==> src/rtl/pll_gated_counter.sv <==
// Lock-qualified up/down counter with prescaler, wrap/saturate bounds and synchronous load.
// Optional macro LOCK_SYNC_EN inserts a 2-flop synchroniser on `locked`.
module pll_gated_counter #(
    parameter int WIDTH         = 4,
    parameter int PRESCALE      = 1,
    parameter int SETTLE_CYCLES = 16,
    parameter int SATURATE      = 0
) (
    input  logic             clk,
    input  logic             rst,
    input  logic             locked,
    input  logic             en,
    input  logic             dir,
    input  logic             load,
    input  logic [WIDTH-1:0] load_val,
    output logic [WIDTH-1:0] out,
    output logic             running,
    output logic             tick
);

    localparam int PW = (PRESCALE > 1) ? $clog2(PRESCALE) : 1;
    localparam int SW = (SETTLE_CYCLES > 1) ? $clog2(SETTLE_CYCLES) : 1;
    localparam logic [PW-1:0] P_LAST = PW'(PRESCALE - 1);
    localparam logic [SW-1:0] S_LAST = SW'(SETTLE_CYCLES - 1);

    localparam logic [1:0] ST_WAIT_LOCK = 2'd0;
    localparam logic [1:0] ST_SETTLE    = 2'd1;
    localparam logic [1:0] ST_RUN       = 2'd2;

    logic             lock_q;
    logic [1:0]       state_q,   state_d;
    logic [SW-1:0]    scnt_q,    scnt_d;
    logic [PW-1:0]    pcnt_q,    pcnt_d;
    logic [WIDTH-1:0] out_q,     out_d;
    logic             running_q, running_d;
    logic             tick_q,    tick_d;

`ifdef LOCK_SYNC_EN
    (* ASYNC_REG = "TRUE" *) logic [1:0] sync_q;
    logic [1:0] sync_d;

    always_comb sync_d = {sync_q[0], locked};

    always_ff @(posedge clk or posedge rst) begin
        if (rst) sync_q <= 2'b00;
        else     sync_q <= sync_d;
    end

    assign lock_q = sync_q[1];
`else
    assign lock_q = locked;
`endif

    // One count step in the selected direction, wrapping or holding at the bounds.
    function automatic logic [WIDTH-1:0] step_value(input logic [WIDTH-1:0] v, input logic down);
        if (!down) begin
            if (v == {WIDTH{1'b1}}) return (SATURATE != 0) ? v : '0;
            return v + WIDTH'(1);
        end
        if (v == '0) return (SATURATE != 0) ? v : {WIDTH{1'b1}};
        return v - WIDTH'(1);
    endfunction

    always_comb begin
        state_d = state_q;
        scnt_d  = scnt_q;
        pcnt_d  = pcnt_q;
        out_d   = out_q;
        tick_d  = 1'b0;

        case (state_q)
            ST_WAIT_LOCK: begin
                if (lock_q) begin
                    state_d = ST_SETTLE;
                    scnt_d  = '0;
                end
            end
            ST_SETTLE: begin
                if (!lock_q)              state_d = ST_WAIT_LOCK;
                else if (scnt_q == S_LAST) state_d = ST_RUN;
                else                       scnt_d  = scnt_q + SW'(1);
            end
            ST_RUN: begin
                if (!lock_q) state_d = ST_WAIT_LOCK;
            end
            default: state_d = ST_WAIT_LOCK;
        endcase

        // Loads and steps only happen in RUN cycles that keep lock; a lock drop suppresses both.
        if (state_q == ST_RUN && lock_q) begin
            if (load) begin
                out_d  = load_val;
                pcnt_d = '0;
            end else if (en) begin
                if (pcnt_q == P_LAST) begin
                    pcnt_d = '0;
                    out_d  = step_value(out_q, dir);
                    tick_d = 1'b1;
                end else begin
                    pcnt_d = pcnt_q + PW'(1);
                end
            end
        end else begin
            pcnt_d = '0;
        end

        running_d = (state_d == ST_RUN);
    end

    always_ff @(posedge clk or posedge rst) begin
        if (rst) begin
            state_q   <= ST_WAIT_LOCK;
            scnt_q    <= '0;
            pcnt_q    <= '0;
            out_q     <= '0;
            running_q <= 1'b0;
            tick_q    <= 1'b0;
        end else begin
            state_q   <= state_d;
            scnt_q    <= scnt_d;
            pcnt_q    <= pcnt_d;
            out_q     <= out_d;
            running_q <= running_d;
            tick_q    <= tick_d;
        end
    end

    assign out     = out_q;
    assign running = running_q;
    assign tick    = tick_q;

endmodule

==> config.mk <==
export PLATFORM = sky130hd
export DESIGN_NAME = pll_gated_counter
export DESIGN_NICKNAME = d
export VERILOG_FILES = /design/src/rtl/pll_gated_counter.sv
export SDC_FILE = /design/constraint.sdc
export NUM_CORES = 1
export LEC_CHECK = 0
export CORE_UTILIZATION = 52
export CTS_CLUSTER_DIAMETER = 120
export DETAILED_ROUTE_END_ITERATION = 16
export PLACE_DENSITY_LB_ADDON = 0.15
export REMOVE_ABC_BUFFERS = 1
export SLEW_MARGIN = 25
export SYNTH_ARGS = -nofsm -noshare
export SYNTH_HDL_FRONTEND = slang
export SYNTH_SLANG_ARGS = --single-unit
==> constraint.sdc <==
create_clock -name clk -period 2.1 [get_ports clk]
set_input_delay 0.42 -clock clk [delete_from_list [all_inputs] [get_ports clk]]
set_output_delay 0.42 -clock clk [all_outputs]
set_load 0.02 [all_outputs]
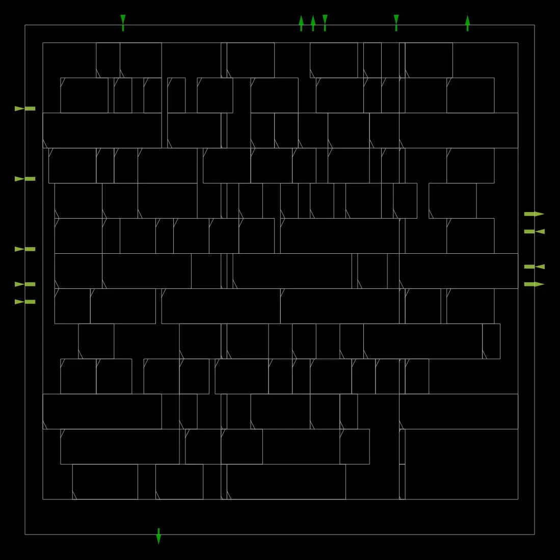
Fig. 1. Cell placement.
register share of the cell area: 32.4%
number of well taps: 15
final core utilization: 71.2%
CORE AREA: 0.00130 mm²
num sequential: 12

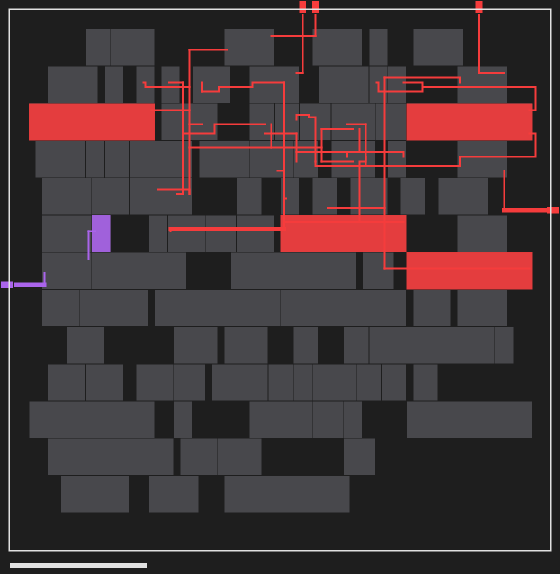
Fig. 2. I/O nets highlighted.
The bar under the picture is 10 µm long.
Key: en = purple [bits 1, direction input, edge left, end cells 1, buffers 1, wire 5.40 µm]; out = red [bits 4, direction output, edge 3 top, 1 right, end cells 4, buffers 4, wire 215 µm]
port buffer count: 15
top-level port count: 16

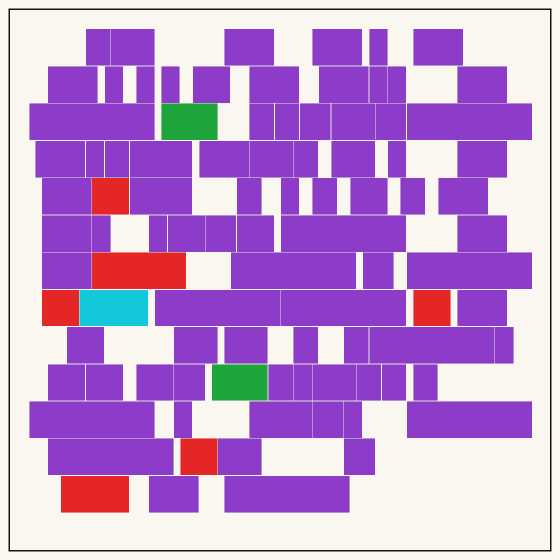
Fig. 3. Cells by drive strength.
Key: x1 and smaller = purple [cells 84]; x2 = green [cells 2]; x6 and larger = cyan [cells 1]; x3 and x4 = red [cells 6]

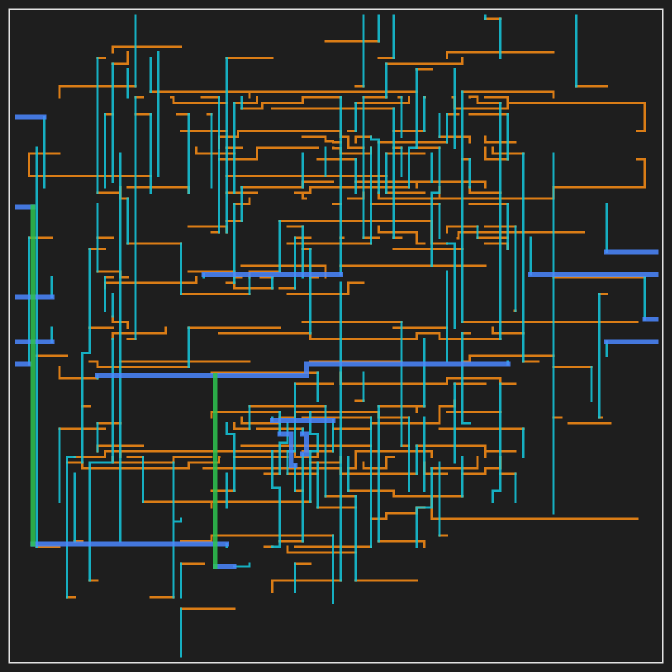
Fig. 4. Wiring by layer.
Key: M4 = green [wire length 32.0 µm]; M1 = orange [wire length 692 µm]; M3 = blue [wire length 76.5 µm]; M2 = cyan [wire length 612 µm]

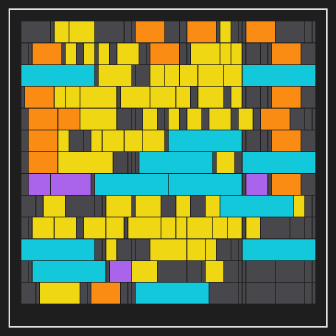
Fig. 5. Placement by cell class.
Fill, decap, tap and diode cells in grey.
Key: remaining logic cells = yellow [cells 61]; remaining buffers and delay cells = orange [cells 16]; sequential cells = cyan [cells 12]; clock drivers and dummy loads = purple [cells 4]

==> run summary <==
Status on the layout run. Relative contribution of sequential cells to total power landed at 46.1%. Worst path arrival time landed at 1.49 ns. Share of the synthesized netlist area taken by xor and xnor gates landed at 1.20%. Checking hold timing, the worst path is listed with class input port to asynchronous set/reset pin. In the final layout, the share of cells above drive strength 1 is 9.68%. Clock latency on the worst-skew pair landed at 0.28 ns.

All-layer global routing usage landed at 21.5%. TritonCTS built the clock tree. The worst-case reg-to-reg setup slack stands at 0.54 ns.

Placed cell count landed at 104. The number of warnings reported in the stage logs is 26. After synthesis, the largest family of logic cells by area is AND-OR/OR-AND gates. Net switching power of the design landed at 0.170 mW. Per the detail_route report, the via count comes to 621. For this run, asynchronously set or reset flops after synthesis account for 100%. Post-route total power landed at 0.598 mW.

Adding up every negative setup slack in the final design gives 0 ns. Counting the buffers created by CTS gives 3. Data required time of the critical path landed at 1.68 ns. Looking at the group totals, the largest power group turns out to be registers. In this run the worst setup path terminates at out[0]. Number of enable-type register cells in the synthesized netlist landed at 0. Fraction of the core area occupied by cells at floorplan landed at 56.1%. Post-synthesis share of cell area spent on and-or and or-and gates landed at 25.9%. Post-synthesis share of cell area spent on and, or, nand and nor gates landed at 18.9%. The power report lists the combinational group at 0.136 mW. For this design, Yosys synthesis ends with a cell count of 75.

After detailed routing, the number of remaining DRC violations is 0. Final tally of max-slew violations landed at 0. The layout has 114 filler cells.

STA classifies the critical path startpoint as a register. Register clock-pin slew on the reported worst setup and hold paths landed at 0.08 ns. sky130_fd_sc_hd__dfrtp_1 is the most common cell in the netlist. Final wirelength landed at 1.41 mm. Via count of the first global-routing pass landed at 476. Ratio of routed vias to standard cells landed at 5.75.

Count of buffering cells on the critical path with inverters included landed at 1. By area the synthesized netlist is led by sky130_fd_sc_hd__dfrtp_1, sky130_fd_sc_hd__ha_1, sky130_fd_sc_hd__a21oi_1. Summing the sequential cell areas from Yosys gives 41.2% of the chip area. Mean instance size in the synthesized netlist landed at 9.73 µm². Share of total power in the clock network landed at 31.2%. The critical path starts at out[0]. Die outline area landed at 0.00156 mm². Mapped cell area landed at 729 µm². met1 is the most crowded layer. Broken down by cell family, the worst path's largest delay share belongs to buffers and inverters. The first global-routing pass estimated 2.11 mm of wire.

Number of standard cells after synthesis landed at 75. The die is 39.5 µm tall. The flow ran to the end, and the final reports show no timing, DRC or antenna violations.

Per the detail_route log, the uppermost layer with routed signals is met4. The worst-case max-slew headroom was logged as 69.3%. The horizontal die dimension reported for this design is 39.5 µm. Sum of met3 wire segment lengths after detailed routing landed at 76 µm. Clock tree synthesis found a total of 12 sinks. Detailed placer's ending HPWL landed at 991 µm.

Static timing analysis puts the maximum clock frequency at 524 MHz. Cts-stage hold buffer count landed at 0. Number of H-tree branching levels landed at 1. Subtracting the final worst setup slack from the clock period gives 1.91 ns.

After global routing the overflow that remains totals 0. The clock arrives with 0.00682 ns of skew. Final weighted congestion of routability-driven global placement landed at 0.814.

Distinct cell type count after synthesis landed at 32. Pin count of the biggest net entering global routing landed at 13. For reference, the placement row count at floorplan is 13.

After synthesis, the largest area contributor takes up 41.2% of total cell area. Maximum fanout along the worst path landed at 10. The library cells used most frequently in the layout, excluding fill and tap cells, are sky130_fd_sc_hd__clkdlybuf4s50_1, sky130_fd_sc_hd__dfrtp_1, sky130_fd_sc_hd__a21oi_1. Share of the clock period used by the worst path landed at 90.9%. For the worst flop-to-flop path, the logic depth is 6. Power attributed to sequential cells landed at 0.276 mW. Number of endpoints failing setup at the final stage landed at 0. The count of cells in the finished layout, fillers not included, comes to 108.

Total of flip-flops plus latches after synthesis landed at 12. Net switching is 28.4% of the power. Buffers added to address setup during post-CTS repair amount to 0. In the synthesized netlist the dominant register cell turns out to be sky130_fd_sc_hd__dfrtp_1. For this design the ratio of total power to cell area is 646 mW/mm². The worst register-to-register path begins at out[0].

At the pin with the least slew margin, the transition time is 0.460 ns. Wire segments on met2 add up to 611 µm in the final route. The critical path is of the register to output pin type. The tree is rooted in a sky130_fd_sc_hd__clkbuf_4.

Nets still carrying antenna violations after routing amount to 0. The critical path's slowest stage uses the library cell sky130_fd_sc_hd__clkdlybuf4s50_1. Power drawn by the clock network landed at 0.187 mW. For this run, the post-layout net count is 107.

The post-placement cell area is 890 µm². Hold-check failures listed in the final report amount to 0. The flow measured a signed area growth from synthesis to layout of 26.9%. Wire length the detailed router placed on met1 landed at 692 µm. For this run, global-route usage on met1 was measured as 30.4%.

The endpoint identified for the worst register-to-register timing path is out[3]. Area reported by Yosys stat landed at 729 µm². Final-layout worst hold slack landed at 0.449 ns.

The top cell type in the final layout, fill and taps aside, is sky130_fd_sc_hd__clkdlybuf4s50_1. STA classifies the critical path endpoint as an output pin. Share of synthesized cell area in full adder, half adder and majority cells landed at 5.15%. The longest incremental delay of any stage on the critical path is reported as 0.67 ns. All stages included, the depth of the critical timing path comes to 1. The power report puts the leakage power at 0.416 nW. The final antenna diode tally reported by the flow is 0.

The cell type that accounts for the most area after synthesis is sky130_fd_sc_hd__dfrtp_1. The warning tally printed by Yosys for this design is 0. In this run, the combinational gates consume 22.7% of the power. Initial antenna violation count landed at 0.

Worst ir drop on vdd landed at 0.688 mV. Number of gates resized after CTS landed at 0. For reference, the critical path cell chain is clkdlybuf4s50_1. Max-cap check violation count landed at 0.

In this run, the number of DRC markers left after iteration 0 of detailed routing was 15. For this run, the detailed router's first-pass iteration total came to 4. Area fraction in mux cells landed at 2.92%. Global routing used 8.52% of the available met3 tracks. The internal power of the cells totals 0.428 mW. Maximum root-to-sink buffer count landed at 2. Routed length per instance landed at 13.1 µm.

For reference, the top cells by count after synthesis are sky130_fd_sc_hd__dfrtp_1, sky130_fd_sc_hd__a21oi_1, sky130_fd_sc_hd__o21ai_0. Setup repair after global routing left no endpoint under its margin. Routing usage on met2 landed at 27.9%.

The finished cells cover 926 µm².
-- stage by stage --
step / utilization, % / worst slack (ns)
6_report: 71.2 / 0.192
5_1_grt: 71.2 / 0.117
4_1_cts: 71.2 / 0.185
3_5_place_dp: 68.4 / 0.377
3_3_place_gp: 68.4 / 0.381
2_1_floorplan: - / 0.563
-- cell type report --
| type | instances | area [µm²] | share of cell area, % |
|---|---|---|---|
| Sequential cell | 12 | 300 | 32.4 |
| Inverter | 5 | 18.8 | 2.03 |
| Clock buffer | 4 | 36.3 | 3.92 |
| Multi-Input combinational cell | 56 | 394 | 42.6 |
| Timing Repair Buffer | 16 | 158 | 17.0 |
| Tap cell | 15 | 18.8 | 2.03 |
-- sequential cells by signal, summed over array words and instances, names as in the netlist --
signal,count
scnt_q,4
state_q,2
tick,1
running,1
out,4
Power figures rest on the tool's default switching activity, not on a simulated workload.
